met1.png
(8 px per um) Supply wires on this layer in grey. Cells faint in the background.
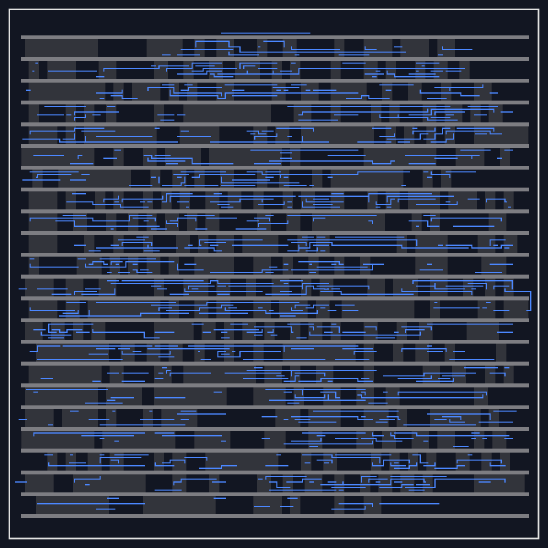
met2.png
(8 px per um)
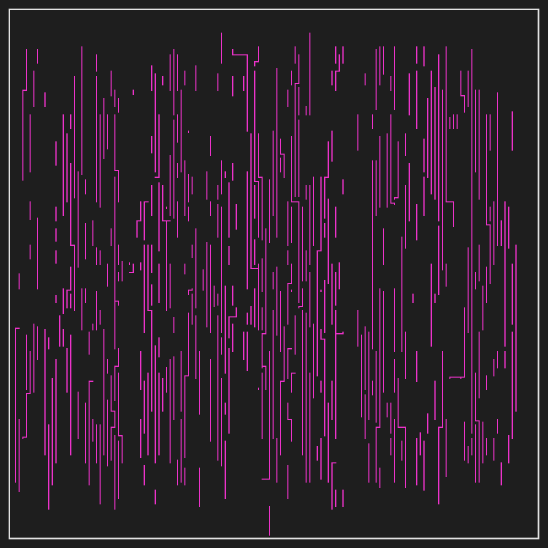
File: config.mk
export PLATFORM = sky130hd
export DESIGN_NAME = screen_flow_ctrl
export DESIGN_NICKNAME = d
export VERILOG_FILES = /design/src/rtl/screen_flow_ctrl.sv
export SDC_FILE = /design/constraint.sdc
export NUM_CORES = 1
export LEC_CHECK = 0
export ABC_AREA = 1
export CAP_MARGIN = 30
export CELL_PAD_IN_SITES_DETAIL_PLACEMENT = 1
export CELL_PAD_IN_SITES_GLOBAL_PLACEMENT = 1
export CORE_UTILIZATION = 47
export CTS_CLUSTER_DIAMETER = 30
export CTS_CLUSTER_SIZE = 25
export DETAILED_ROUTE_END_ITERATION = 12
export PLACE_DENSITY_LB_ADDON = 0.1
export SYNTH_ARGS = -nofsm -noshare
export SYNTH_HDL_FRONTEND = slang
export SYNTH_SLANG_ARGS = --single-unit
File: constraint.sdc
create_clock -name clk -period 6.2 [get_ports clk]
set_input_delay 1.86 -clock clk [delete_from_list [all_inputs] [get_ports clk]]
set_output_delay 1.86 -clock clk [all_outputs]
set_load 0.05 [all_outputs]
File: src/rtl/screen_flow_ctrl.sv
// Full-screen page sequencer with key debounce and hint blink.
// All page changes and counters advance on frame_tick only.
module screen_flow_ctrl #(
  parameter int DEBOUNCE_FRAMES = 2,
  parameter int BLINK_FRAMES    = 30,
  parameter int ACK_TIMEOUT     = 600,
  parameter int OVER_FRAMES     = 180,
  parameter int CNT_W           = 10
) (
  input  logic       clk,
  input  logic       rst,
  input  logic       frame_tick,
  input  logic       key_start,
  input  logic       key_back,
  input  logic       game_over,
  output logic [1:0] screen_sel,
  output logic       hint_on,
  output logic       game_run,
  output logic       game_rst
);

  typedef enum logic [1:0] {
    ST_WELCOME = 2'd0,
    ST_ACK     = 2'd1,
    ST_PLAY    = 2'd2,
    ST_OVER    = 2'd3
  } state_t;

  localparam int DB_W = $clog2(DEBOUNCE_FRAMES + 1);

  localparam logic [DB_W-1:0] DB_FULL =
    DB_W'(DEBOUNCE_FRAMES);
  localparam logic [DB_W-1:0] DB_LAST =
    DB_W'(DEBOUNCE_FRAMES - 1);

  localparam logic [CNT_W-1:0] CNT_MAX = '1;
  localparam logic [CNT_W-1:0] ACK_LAST =
    CNT_W'(ACK_TIMEOUT - 1);
  localparam logic [CNT_W-1:0] OVER_LAST =
    CNT_W'(OVER_FRAMES - 1);
  localparam logic [CNT_W-1:0] BLINK_LEN =
    CNT_W'(BLINK_FRAMES);
  localparam logic [CNT_W-1:0] BLINK_LAST =
    CNT_W'(BLINK_FRAMES - 1);

  logic [1:0]       start_sync;
  logic [1:0]       back_sync;
  logic [DB_W-1:0]  start_db;
  logic [DB_W-1:0]  back_db;
  logic             start_evt;
  logic             back_evt;
  logic             start_pend;
  logic             back_pend;

  state_t           state;
  state_t           state_nxt;
  logic [CNT_W-1:0] frame_cnt;
  logic [CNT_W-1:0] cnt_nxt;
  logic             hint_nxt;
  logic             rst_nxt;
  logic             state_chg;
  logic             blink_wrap;

  // Two-flop synchronisers for the raw front-panel keys.
  always_ff @(posedge clk or posedge rst) begin
    if (rst) begin
      start_sync <= '0;
      back_sync  <= '0;
    end else begin
      start_sync <= {start_sync[0], key_start};
      back_sync  <= {back_sync[0], key_back};
    end
  end

  // A press fires once, on the tick the hold count reaches full.
  assign start_evt = frame_tick & start_sync[1] &
                     (start_db == DB_LAST);
  assign back_evt  = frame_tick & back_sync[1] &
                     (back_db == DB_LAST);

  // Per-frame hold counters; pending flags hold one frame.
  always_ff @(posedge clk or posedge rst) begin
    if (rst) begin
      start_db   <= '0;
      back_db    <= '0;
      start_pend <= 1'b0;
      back_pend  <= 1'b0;
    end else if (frame_tick) begin
      if (!start_sync[1])
        start_db <= '0;
      else if (start_db != DB_FULL)
        start_db <= start_db + 1'b1;
      if (!back_sync[1])
        back_db <= '0;
      else if (back_db != DB_FULL)
        back_db <= back_db + 1'b1;
      start_pend <= start_evt;
      back_pend  <= back_evt;
    end
  end

  // State, frame counter and registered outputs.
  always_ff @(posedge clk or posedge rst) begin
    if (rst) begin
      state     <= ST_WELCOME;
      frame_cnt <= '0;
      hint_on   <= 1'b1;
      game_rst  <= 1'b0;
    end else begin
      state     <= state_nxt;
      frame_cnt <= cnt_nxt;
      hint_on   <= hint_nxt;
      game_rst  <= rst_nxt;
    end
  end

  // Page transitions, evaluated only on frame ticks.
  always_comb begin
    state_nxt = state;
    if (frame_tick) begin
      unique case (state)
        ST_WELCOME: begin
          if (start_pend)
            state_nxt = ST_ACK;
        end
        ST_ACK: begin
          if (start_pend)
            state_nxt = ST_PLAY;
          else if (back_pend)
            state_nxt = ST_WELCOME;
          else if (frame_cnt == ACK_LAST)
            state_nxt = ST_WELCOME;
        end
        ST_PLAY: begin
          if (game_over)
            state_nxt = ST_OVER;
        end
        ST_OVER: begin
          if (start_pend)
            state_nxt = ST_WELCOME;
          else if (frame_cnt == OVER_LAST)
            state_nxt = ST_WELCOME;
        end
      endcase
    end
  end

  assign blink_wrap =
    (frame_cnt % BLINK_LEN) == BLINK_LAST;

  // Next counter/blink/pulse values and page decode.
  always_comb begin
    state_chg = (state_nxt != state);
    cnt_nxt   = frame_cnt;
    hint_nxt  = hint_on;
    rst_nxt   = (state_nxt == ST_PLAY) &&
                (state != ST_PLAY);
    if (frame_tick) begin
      if (state_chg) begin
        cnt_nxt  = '0;
        hint_nxt = 1'b1;
      end else begin
        if (frame_cnt != CNT_MAX)
          cnt_nxt = frame_cnt + 1'b1;
        if (blink_wrap)
          hint_nxt = ~hint_on;
      end
    end
    if (state_nxt == ST_PLAY)
      hint_nxt = 1'b0;
    screen_sel = state;
    game_run   = (state == ST_PLAY);
  end

endmodule
==> reports/qor.yml <==
route:
  wl_met1_mm: 2.25
  top_layer: "met4"
  dr_wl_met2_mm: 2.50
  drt_iter0_markers: 86
  wire_per_inst_um: 15.0
timing:
  hold_viol_final: 0
  max_freq_mhz: 243
  hold_ws_ps: 368
  skew_ps: 10.3
critical_path:
  crit_cells: 14
  critical_path.top_delay_family: "simple AND/OR/NAND/NOR gates"
  rr_worst_depth: 23
  r2r_slack_ps: 2740
  crit_path_max_fanout: 9
  critical_path.max_stage_delay_ps: 640
clocking:
  hold_buffers: 0
  cts_buffer_depth: 2
  cts-root-buf: "clkbuf_8"
  numCtsBuffers: 3
grt:
  grt-busiest-layer: "met2"
  grt_max_degree: 25
placement:
  io_buffers: 10
logic_synthesis:
  ff_type: "dfrtp_1"
  ys_cells: 270
  numSynthFlops: 24
floorplan:
  die_area_um2: 4350
outcome:
  status: "completed"
pwr:
  p_clk_mw: 0.139
  netSwitchingFraction: 0.436
run:
  warning_count: 31
-- met1.png (at the start) --
The layer carries 2250 um of wire. The wires run mostly horizontal. 271 nets have wire on it.
routed vias: 1846
total wire length: 4.94 mm
GR Util met1: 0.306

-- met2.png (at the start) --
The layer holds 51% of the routed length. The layer carries 2500 um of wire. The longest straight run is 47.9 um. The wires run mostly vertical.
met2 usage: 0.458

==> final cells by class <==
class,count,share of cell area
multi-input cells,203,0.539
well taps,48,0.0280
flip-flops and latches,24,0.281
repair buffers,10,0.0467
inverters,41,0.0718
clock inverters,1,0.0140
clock buffers,3,0.0193
==> cell families after synthesis <==
logic type                 Yosys count  synth area share
buffers and inverters               43            0.0865
xor gates and xnor gates             2           0.00911
adders and majority gates            8            0.0521
DFF                                 24             0.313
and+or+nand+nor                    153             0.412
AOI/OAI and AO/OA                   40             0.128
==> flip-flops by register name, indices dropped and copies added (netlist names) <==
signal and flops:
hint_on 1, back_db 2, start_pend 1, game_rst 1
back_sync 2, screen_sel 2, back_pend 1, start_db 2
start_sync 2, frame_cnt 10
Power is estimated from default activity; no workload was simulated.
